File: config.mk
export PLATFORM = sky130hd
export DESIGN_NAME = bit_scanner_seq_flat
export DESIGN_NICKNAME = d
export VERILOG_FILES = /design/src/rtl/bit_scan_pkg.sv /design/src/rtl/bit_scanner_seq_if.sv /design/src/rtl/bit_scan_index_ctr.sv /design/src/rtl/bit_scanner_seq.sv /design/src/flat_wrapper.sv
export SDC_FILE = /design/constraint.sdc
export NUM_CORES = 1
export LEC_CHECK = 0
export ABC_AREA = 1
export ABC_CLOCK_PERIOD_IN_PS = 1360
export CORE_MARGIN = 10
export CORE_UTILIZATION = 35
export DETAILED_ROUTE_END_ITERATION = 8
export PLACE_DENSITY = 0.73
export SLEW_MARGIN = 25
export SYNTH_ARGS = -nofsm -noshare
export SYNTH_HDL_FRONTEND = slang
export SYNTH_SLANG_ARGS = --single-unit
File: constraint.sdc
create_clock -name clk -period 1.36 [get_ports clk]
set_input_delay 0.136 -clock clk [delete_from_list [all_inputs] [get_ports clk]]
set_output_delay 0.136 -clock clk [all_outputs]
set_load 0.005 [all_outputs]
File: src/rtl/bit_scan_pkg.sv
// ============================================================================
// bit_scan_pkg : shared enums for the sequential bit scanner  (rev 1.0)
// ============================================================================
`default_nettype none

package bit_scan_pkg;

  typedef enum logic [1:0] {
    ST_IDLE = 2'd0,
    ST_SCAN = 2'd1,
    ST_DONE = 2'd2
  } scan_state_e;

  typedef enum logic {
    MATCH_ONES  = 1'b0,
    MATCH_ZEROS = 1'b1
  } scan_mode_e;

  typedef enum logic {
    LSB_FIRST = 1'b0,
    MSB_FIRST = 1'b1
  } scan_dir_e;

endpackage

`default_nettype wire

File: src/rtl/bit_scanner_seq_if.sv
// ============================================================================
// bit_scanner_seq_if : request/result bundle of the bit scanner  (rev 1.0)
// ============================================================================
`default_nettype none

interface bit_scanner_seq_if #(
  parameter int WIDTH = 10
);
  localparam int IDX_W = $clog2(WIDTH);
  localparam int CNT_W = $clog2(WIDTH + 1);

  logic             start;
  logic [WIDTH-1:0] input_vector;
  logic             mode;
  logic             msb_first;
  logic             busy;
  logic             bit_valid;
  logic [IDX_W-1:0] current_index;
  logic             cur_bit;
  logic             is_match;
  logic             done;
  logic [CNT_W-1:0] match_count;
  logic [IDX_W-1:0] first_idx;
  logic             first_valid;

  modport master (
    output start, input_vector, mode, msb_first,
    input  busy, bit_valid, current_index, cur_bit, is_match, done,
           match_count, first_idx, first_valid
  );

  modport slave (
    input  start, input_vector, mode, msb_first,
    output busy, bit_valid, current_index, cur_bit, is_match, done,
           match_count, first_idx, first_valid
  );
endinterface

`default_nettype wire

File: src/rtl/bit_scan_index_ctr.sv
// ============================================================================
// bit_scan_index_ctr : loadable up/down index counter, terminal flag (rev 1.0)
// ============================================================================
`default_nettype none

module bit_scan_index_ctr
  import bit_scan_pkg::*;
#(
  parameter  int WIDTH = 10,
  localparam int IDX_W = $clog2(WIDTH)
) (
  input  wire logic             clk,
  input  wire logic             rst_n,
  input  wire logic             load_i,
  input  scan_dir_e             dir_i,
  input  wire logic             step_i,
  output logic [IDX_W-1:0]      idx_o,
  output logic                  term_o
);

  localparam logic [IDX_W-1:0] LAST_IDX = IDX_W'(WIDTH - 1);

  logic [IDX_W-1:0] idx_q;
  logic [IDX_W-1:0] idx_d;
  scan_dir_e        dir_q;

  assign term_o = (dir_q == MSB_FIRST) ? (idx_q == '0) : (idx_q == LAST_IDX);
  assign idx_o  = idx_q;

  // Stepping is suppressed at the terminal index so the count never wraps.
  always_comb begin
    idx_d = idx_q;
    if (load_i) begin
      idx_d = (dir_i == MSB_FIRST) ? LAST_IDX : '0;
    end else if (step_i && !term_o) begin
      idx_d = (dir_q == MSB_FIRST) ? (idx_q - IDX_W'(1)) : (idx_q + IDX_W'(1));
    end
  end

  always_ff @(posedge clk or negedge rst_n) begin
    if (!rst_n) begin
      idx_q <= '0;
      dir_q <= LSB_FIRST;
    end else begin
      idx_q <= idx_d;
      if (load_i) begin
        dir_q <= dir_i;
      end
    end
  end

endmodule

`default_nettype wire

File: src/rtl/bit_scanner_seq.sv
// ============================================================================
// bit_scanner_seq : walks a captured vector one bit per clock and counts
// polarity matches. Option: BIT_SCANNER_EARLY_EXIT_EN stops at first match.
// ============================================================================
`default_nettype none

module bit_scanner_seq
  import bit_scan_pkg::*;
#(
  parameter int WIDTH = 10
) (
  input wire logic            clk,
  input wire logic            rst_n,
  bit_scanner_seq_if.slave    bus
);

  localparam int IDX_W = $clog2(WIDTH);
  localparam int CNT_W = $clog2(WIDTH + 1);

  scan_state_e      state_q;
  logic [WIDTH-1:0] vec_q;
  scan_mode_e       mode_q;
  logic [CNT_W-1:0] count_q;
  logic [IDX_W-1:0] first_idx_q;
  logic             first_valid_q;

  logic [IDX_W-1:0] w_idx;
  logic             w_term;
  logic             w_accept;
  logic             w_cur_bit;
  logic             w_match;
  logic             w_last;
  logic             w_step;

  assign w_accept  = (state_q == ST_IDLE) && bus.start;
  assign w_cur_bit = vec_q[w_idx];
  assign w_match   = w_cur_bit ^ (mode_q == MATCH_ZEROS);

`ifdef BIT_SCANNER_EARLY_EXIT_EN
  assign w_last = w_term || w_match;
`else
  assign w_last = w_term;
`endif

  assign w_step = (state_q == ST_SCAN) && !w_last;

  bit_scan_index_ctr #(
    .WIDTH (WIDTH)
  ) u_idx (
    .clk    (clk),
    .rst_n  (rst_n),
    .load_i (w_accept),
    .dir_i  (scan_dir_e'(bus.msb_first)),
    .step_i (w_step),
    .idx_o  (w_idx),
    .term_o (w_term)
  );

  always_ff @(posedge clk or negedge rst_n) begin
    if (!rst_n) begin
      state_q       <= ST_IDLE;
      vec_q         <= '0;
      mode_q        <= MATCH_ONES;
      count_q       <= '0;
      first_idx_q   <= '0;
      first_valid_q <= 1'b0;
    end else begin
      unique case (state_q)
        ST_IDLE: begin
          if (bus.start) begin
            vec_q         <= bus.input_vector;
            mode_q        <= scan_mode_e'(bus.mode);
            count_q       <= '0;
            first_idx_q   <= '0;
            first_valid_q <= 1'b0;
            state_q       <= ST_SCAN;
          end
        end
        ST_SCAN: begin
          if (w_match) begin
            count_q <= count_q + CNT_W'(1);
            if (!first_valid_q) begin
              first_idx_q   <= w_idx;
              first_valid_q <= 1'b1;
            end
          end
          if (w_last) begin
            state_q <= ST_DONE;
          end
        end
        ST_DONE: state_q <= ST_IDLE;
        default: state_q <= ST_IDLE;
      endcase
    end
  end

  assign bus.busy          = (state_q != ST_IDLE);
  assign bus.bit_valid     = (state_q == ST_SCAN);
  assign bus.done          = (state_q == ST_DONE);
  assign bus.current_index = w_idx;
  assign bus.cur_bit       = w_cur_bit;
  assign bus.is_match      = w_match;
  assign bus.match_count   = count_q;
  assign bus.first_idx     = first_idx_q;
  assign bus.first_valid   = first_valid_q;

endmodule

`default_nettype wire

File: src/flat_wrapper.sv
// flat-port wrapper written by rule: the top's interface ports become plain ports
module bit_scanner_seq_flat import bit_scan_pkg::*;
#(
  parameter int WIDTH = 10
)
  (clk, rst_n, bus_start, bus_input_vector, bus_mode, bus_msb_first, bus_busy, bus_bit_valid, bus_current_index, bus_cur_bit, bus_is_match, bus_done, bus_match_count, bus_first_idx, bus_first_valid);
  bit_scanner_seq_if #(.WIDTH(WIDTH)) bus_i ();
  input wire logic clk;
  input wire logic rst_n;
  input wire logic [$bits(bus_i.start)-1:0] bus_start;
  input wire logic [$bits(bus_i.input_vector)-1:0] bus_input_vector;
  input wire logic [$bits(bus_i.mode)-1:0] bus_mode;
  input wire logic [$bits(bus_i.msb_first)-1:0] bus_msb_first;
  output wire logic [$bits(bus_i.busy)-1:0] bus_busy;
  output wire logic [$bits(bus_i.bit_valid)-1:0] bus_bit_valid;
  output wire logic [$bits(bus_i.current_index)-1:0] bus_current_index;
  output wire logic [$bits(bus_i.cur_bit)-1:0] bus_cur_bit;
  output wire logic [$bits(bus_i.is_match)-1:0] bus_is_match;
  output wire logic [$bits(bus_i.done)-1:0] bus_done;
  output wire logic [$bits(bus_i.match_count)-1:0] bus_match_count;
  output wire logic [$bits(bus_i.first_idx)-1:0] bus_first_idx;
  output wire logic [$bits(bus_i.first_valid)-1:0] bus_first_valid;
  assign bus_i.start = bus_start;
  assign bus_i.input_vector = bus_input_vector;
  assign bus_i.mode = bus_mode;
  assign bus_i.msb_first = bus_msb_first;
  assign bus_busy = bus_i.busy;
  assign bus_bit_valid = bus_i.bit_valid;
  assign bus_current_index = bus_i.current_index;
  assign bus_cur_bit = bus_i.cur_bit;
  assign bus_is_match = bus_i.is_match;
  assign bus_done = bus_i.done;
  assign bus_match_count = bus_i.match_count;
  assign bus_first_idx = bus_i.first_idx;
  assign bus_first_valid = bus_i.first_valid;
  bit_scanner_seq #(.WIDTH(WIDTH)) u_core (.clk(clk), .rst_n(rst_n), .bus(bus_i));
endmodule
Run 1, layout detail:
Window x 22 to 62, y 5 to 45 um. Cells in grey, sequential cells in the stronger grey; small squares are vias.
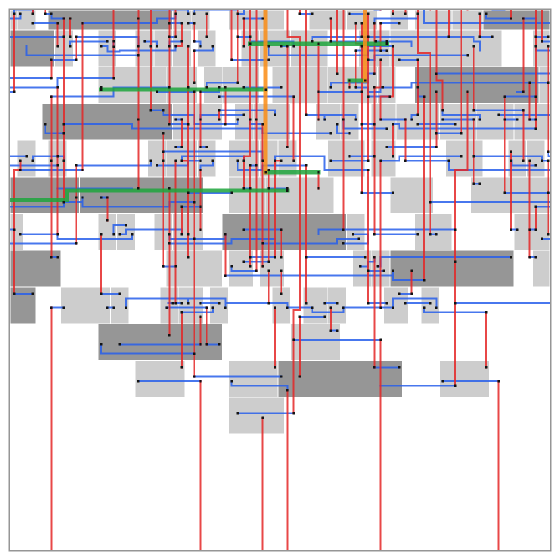
metal 2: drawn in red. metal 4: drawn in orange. metal 3: drawn in green. metal 1: drawn in blue.
Most frequent: nand2_1 (28), buf_4 (12), dfrtp_1 (8). Sequential cells in the window: 10. 93 logic cells have their middle in the window. Netlist names of flops here include `u_core.vec_q` (7), `u_core.u_idx.idx_o` (2).

Run 1, placed standard cells:
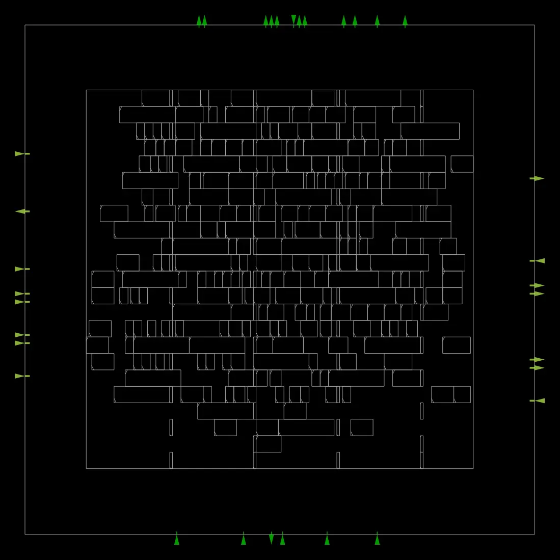
Core ar.: 0.004000 mm^2
non-filler instance count after layout: 299
# fillers: 357
flop count: 27
Post-Route Utilization: 56.43%

Run 1, routed clock nets over the placement:
The bar under the picture is 20 um long.
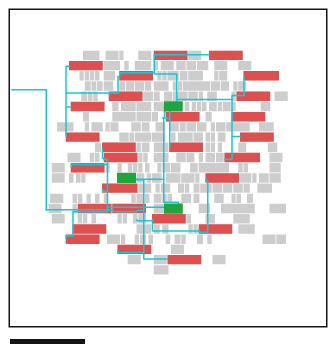
flip-flops: drawn in red, count 27. clock wires: drawn in cyan, length 400 um. clock drivers: drawn in green, count 3.
There are 4 routed clock nets.

[run 1: final timing paths]
check	endpoint	slack, ns	cells past startpoint
max	bus_is_match	-0.26	9
min	u_core.vec_q[2]$_DFFE_PN0P_	0.23	2
max reg2reg	u_core.bus.match_count[1]$_DFFE_PN0P_	-0.23	13
min reg2reg	u_core.vec_q[8]$_DFFE_PN0P_	0.48	2
max in group asynchronous	u_core.u_idx.idx_o[0]$_DFFE_PN0P_	0.85	2
min in group clk	u_core.vec_q[9]$_DFFE_PN0P_	0.38	3
[run 1: final cells by class]
class,count,share of cell area (%)
multi-input cells,127,32.87
flip-flops and latches,27,30.10
repair buffers,71,28.60
inverters,20,3.659
well taps,50,2.772
clock buffers,4,1.996
[run 1: cell usage after synthesis, drive strengths merged]
library cell / instances
dfrtp: 27
nand3: 13
fa: 1
clkbuf: 2
xnor2: 1
xor2: 3
o22ai: 3
ha: 3
nor2: 16
nand4: 6
a21oi: 3
a31oi: 1
inv: 20
o21ai: 10
a211oi: 1
buf: 2
nand2: 66
[run 1: registers in the layout, summed over array words and instances (netlist names)]
name / count
u_core.vec_q: 10
u_core.bus.first_idx: 4
u_core.bus.match_count: 4
u_core.u_idx.idx_o: 4
u_core.state_q: 2
u_core.bus.first_valid: 1
u_core.mode_q: 1
u_core.u_idx.dir_q: 1
[run 1: timing repair]
item | CTS | global route
endpoints found under the setup margin | 24 | 25
pin swaps | 8 | 9
setup buffers | 10 | 5
resized | 33 | 17
hold buffers | 0 | 0
[run 1: cells in the final DEF, fill, tap and decap left out, drive strengths merged, types with 4 or more instances in the layout]
cell type,instances
buf,42
clkbuf,4
clkdlybuf4s50,20
dfrtp,27
dlygate4sd2,5
dlymetal6s2s,4
inv,20
nand2,66
nand3,13
nand4,6
nor2,16
o21ai,10
[run 1: cells by family after synthesis]
group / share of synthesized area, %
DFF: 46.88
and+or+nand+nor: 32.72
buffers and inverters: 7.205
AOI/OAI and AO/OA: 6.771
xor gates and xnor gates: 2.431
adders and majority gates: 3.993
[run 1: stage by stage]
stage	instances	hold WS [ns]	setup TNS (ns)	cell area, um^2
3_3_place_gp	280	0.4555	-3.052	2008
6_report	299	0.2281	-2.975	2257
5_1_grt	299	0.2580	-4.737	2257
3_5_place_dp	280	0.4605	-3.678	2008
4_1_cts	294	0.2389	-2.857	2176
2_1_floorplan	178	-0.1596	-0.3555	1456
[run 1: layer usage]
metal	global-route usage, %	share of wire, %	vias to the layer above
met3	3.092	4.6	7
met5	0	0	-
li1	-	-	709
met2	19.78	51	23
met4	2.740	1.8	0
met1	13.12	43	632
==> flow_metrics.py, run 1 <==
# Synthesis and PnR figures
metrics = {
    "critical_path": {
        "cp_max_fo": 7,
        "worstSetupStartpoint": "u_core.u_idx.idx_o[0]$_DFFE_PN0P_",
        "cp_top_family": "simple AND/OR/NAND/NOR gates",
        "rr_startpoint": "u_core.u_idx.idx_o[0]$_DFFE_PN0P_",
        "path_cells": "inv_8 > nand2_2 > nand3_1 > nand2_1 > nand2_2 > nand3_2 > nand2_2 > nand2_4 > buf_6",
        "end_kind": "primary output",
        "worstPathArrival_ns": 1.48,
        "critPathBufInv": 2,
        "slowest_stage": "dfrtp_2",
        "crit_type": "flip-flop to primary output",
        "path_common_cell": "nand2_2",
    },
    "flow_run": {
        "drv_cap": 0,
        "warnings": 29,
    },
    "timing": {
        "final-max-slew-violation-count": 0,
        "fin_ws_ns": -0.2572,
        "rsz0062_at_grt": "yes",
        "worst-slew-pin-transition_ns": 0.3610,
        "max_clock_freq_mhz": 618.3,
        "finalSetupViolations": 17,
        "period_used_pct": 118.9,
        "finClkSkew_ns": 0.001381,
        "slew_headroom_pct": 75.94,
        "period_minus_slack_ns": 1.617,
    },
    "grt": {
        "grt_pass1_wl_mm": 6.789,
        "grt_usage_pct": 11.25,
        "grt_pass1_vias": 1439,
        "grt_max_degree": 28,
        "grt_overflow": 0,
        "grt_antenna_before_repair": 0,
    },
    "routing": {
        "wl_mm": 3.992,
        "via_count": 1371,
        "post_drt_wl_per_cell_um": 13.35,
        "drc": 0,
        "first_pass_iters": 4,
        "vias_per_cell": 4.585,
        "antenna_left": 0,
    },
    "clock_tree": {
        "cts-root-buf": "clkbuf_8",
        "worstSkewPairLatency_ns": 0.28,
        "cts_sinks": 27,
        "htreeDepth": 1,
        "clkSlewWorstSetupHoldPaths_ns": 0.09,
        "cts_buffer_depth": 2,
        "cts_tree": "yes",
    },
    "placement": {
        "gp_congestion": 0.8789,
        "place_ws_ns": -0.4173,
        "port_buffers": 32,
    },
    "logic_synthesis": {
        "synth_nets": 197,
        "synthDistinctLibCells": 25,
        "synth_flop_count": 27,
        "ys_cells": 178,
        "top_area_share_pct": 46.88,
        "ys_seq_share_pct": 46.88,
        "synth_area_per_cell_um2": 8.098,
        "ys_warn_count": 0,
        "ys_chip_area_mm2": 0.001441,
        "synthTopCellsByArea": "dfrtp_1, nand2_1, inv_1, nor2_1, nand3_1",
        "syn_inst": 178,
        "synth_area_leader_cell": "dfrtp_1",
    },
    "run_status": {
        "status": "finished, violations left",
        "violations": "negative setup slack",
    },
    "layout": {
        "flop_area_um2": 679.4,
        "drive_gt1_share_pct": 31.73,
        "n_antenna_cell": 0,
        "combGateArea_um2": 742.0,
    },
    "die": {
        "rows": 23,
        "fp_util_pct": 36.03,
        "die_h_um": 84.18,
        "pin_count": 33,
    },
}
Run 1, routed metal, one colour a layer:
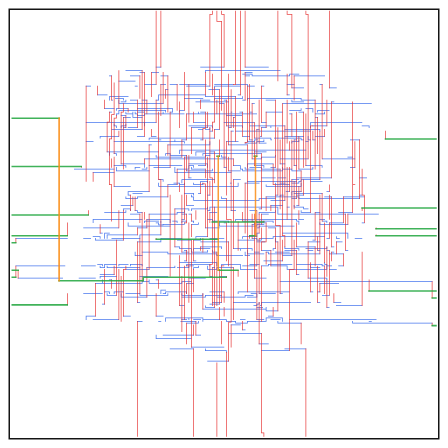

## Run 2: what changed since run 1
--- a/config.mk
+++ b/config.mk
@@ -10,8 +10,10 @@
 export CORE_MARGIN = 10
 export CORE_UTILIZATION = 35
 export DETAILED_ROUTE_END_ITERATION = 8
+export HOLD_SLACK_MARGIN = 0.02
 export PLACE_DENSITY = 0.73
 export SLEW_MARGIN = 25
 export SYNTH_ARGS = -nofsm -noshare
 export SYNTH_HDL_FRONTEND = slang
 export SYNTH_SLANG_ARGS = --single-unit
+export TNS_END_PERCENT = 20
==> constraint.sdc (replaced) <==
create_clock -name clk -period 1.36 [get_ports clk]
set_input_delay 0.136 -clock clk [delete_from_list [all_inputs] [get_ports clk]]
set_output_delay 0.136 -clock clk [all_outputs]
set_load 0.05 [all_outputs]
Run 2, routed metal, one colour a layer:
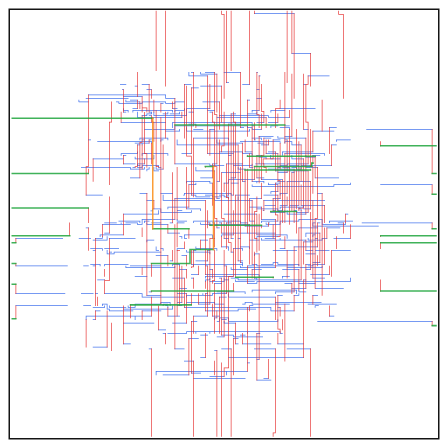
metal 4: drawn in orange, wire length 38.1 um. metal 2: drawn in red, wire length 2060 um. metal 1: drawn in blue, wire length 1650 um. metal 3: drawn in green, wire length 252 um.

==> run 2 against run 1 <==
Net effect: the run still ends with negative setup slack left; sequential share of layout area fell by 1.6 points; non-clock buffer count fell by 8; setup slack got worse by 0.047 ns; via count rose by 0.44%; first-iteration DRC count rose by 37%; design area rose by 5.7%; clock-buffer cell count did not move; critical path depth rose by 1; synthesized cell count did not move; maximum frequency fell by 2.8%; critical path type unchanged.
==> flow_metrics.py, run 2 <==
# Synthesis and PnR figures
metrics = {
    "run_status": {
        "status": "finished, violations left",
        "violations": "negative setup slack",
    },
    "critical_path": {
        "cp_max_fo": 8,
        "worstPathArrival_ns": 1.53,
        "crit_type": "flip-flop to primary output",
        "end_kind": "primary output",
        "slowest_stage": "dfrtp_2",
        "path_common_cell": "nand2_1",
        "worstSetupStartpoint": "u_core.u_idx.idx_o[0]$_DFFE_PN0P_",
        "rr_startpoint": "u_core.u_idx.idx_o[0]$_DFFE_PN0P_",
        "path_cells": "inv_8 > nand2_2 > nand2_1 > nand2_1 > nand2_1 > nand2_2 > nand3_4 > nand2_4 > nand2_8 > buf_12",
    },
    "timing": {
        "finalSetupViolations": 16,
        "fin_setup_tns_ns": -3.250,
        "worst-slew-pin-transition_ns": 0.3510,
        "fin_ws_ns": -0.3042,
        "final-max-slew-violation-count": 0,
        "finClkSkew_ns": 0.003110,
        "rsz0062_at_grt": "yes",
        "period_used_pct": 122.4,
        "max_clock_freq_mhz": 600.9,
    },
    "layout": {
        "drive_gt1_share_pct": 36.51,
        "final_layout_top_logic_cells": "nand2_1, buf_4, dfrtp_1",
        "lay_top_count": "nand2_1",
        "n_antenna_cell": 0,
        "final_util_pct": 59.65,
        "largest_register_ffs": 10,
    },
    "grt": {
        "grt_overflow": 0,
        "grt_pass1_wl_mm": 6.568,
        "grt_pass1_vias": 1439,
        "gr-usage-met3_pct": 2.802,
        "grt_antenna_before_repair": 0,
        "gr-usage-met1_pct": 12.69,
        "grt_max_degree": 28,
        "top_usage_layer": "met2",
        "grt_usage_pct": 10.71,
    },
    "logic_synthesis": {
        "synth_area_leader_cell": "dfrtp_1",
        "syn_inst": 178,
        "synth_area_per_cell_um2": 8.098,
        "synthFlopType": "dfrtp_1",
        "ys_warn_count": 0,
        "top_cell": "nand2_1",
        "synthTopCellsByArea": "dfrtp_1, nand2_1, inv_1, nor2_1, nand3_1",
        "synth_flop_count": 27,
        "synth-edff-count": 0,
        "top_area_share_pct": 46.88,
        "ys_seq_share_pct": 46.88,
        "synthTopCellsByCount": "nand2_1, dfrtp_1, inv_1",
        "synth_nets": 197,
        "async_reset_ff_share_pct": 100.0,
    },
    "placement": {
        "port_buffers": 32,
        "gp_congestion": 0.8614,
    },
    "die": {
        "fp_util_pct": 36.03,
        "rows": 23,
        "die_h_um": 84.18,
        "core_mm2": 0.004000,
    },
    "routing": {
        "drc": 0,
        "vias_per_cell": 4.732,
        "via_count": 1377,
        "antenna_left": 0,
        "first_pass_iters": 4,
        "post_drt_wl_per_cell_um": 13.75,
    },
    "clock_tree": {
        "worstSkewPairLatency_ns": 0.28,
        "cts_buffer_depth": 2,
        "cts_sinks": 27,
        "cts-root-buf": "clkbuf_8",
    },
    "flow_run": {
        "drv_cap": 0,
        "warnings": 29,
    },
}
==> run 2: cell counts after synthesis <==
Identical to the previous run, type by type.
==> run 2: cell type report <==
type	instances	area [um^2]
clock buffers	4	45.04
repair buffers	63	744.5
inverters	20	82.58
flip-flops and latches	27	680.7
multi-input cells	127	770.7
well taps	50	62.56
fillers	331	1614
==> run 2: final timing paths <==
path,endpoint,slack [ns],cells after the start
worst max-delay path,bus_is_match,-0.30,10
worst min-delay path,u_core.mode_q$_DFFE_PN0P_,0.23,2
worst max register to register,u_core.bus.first_idx[3]$_DFFE_PN0P_,-0.26,13
worst min register to register,u_core.vec_q[8]$_DFFE_PN0P_,0.48,2
max in group asynchronous,u_core.state_q[1]$_DFFE_PN0P_,0.85,2
min in group clk,u_core.vec_q[5]$_DFFE_PN0P_,0.39,3
==> run 2: through the flow <==
step	instance area, um^2	cells
3_3_place_gp	2206	282
4_1_cts	2313	290
2_1_floorplan	1471	178
3_5_place_dp	2206	282
6_report	2386	291
5_1_grt	2386	291
==> run 2: worst max-delay path, delay by kind of cell (launching register included) <==
| kind | cells | cell delay [ns] |
|---|---|---|
| buffers and inverters | 2 | 0.23 |
| AND/OR/NAND/NOR | 8 | 0.55 |
| flip-flops | 1 | 0.49 |
==> run 2: per-layer routing <==
layer,wire (um),part of all wire (%)
met5,0,0
met4,38,0.95
met3,252,6.3
met2,2056,51
met1,1653,41
==> run 2: logic make-up after synthesis <==
group                    share of synthesized area [%]
AND-OR/OR-AND                                    6.771
buffers and inverters                            7.205
XOR/XNOR                                         2.431
flip-flops                                       46.88
AND/OR/NAND/NOR                                  32.72
adder cells (fa/ha/maj)                          3.993
==> run 2: timing repair <==
item / CTS / global route
buffers inserted: 4 / 1
resized: 8 / 18
endpoints found under the setup margin: 17 / 31
hold buffers: 0 / 0
pin swaps: 3 / 7
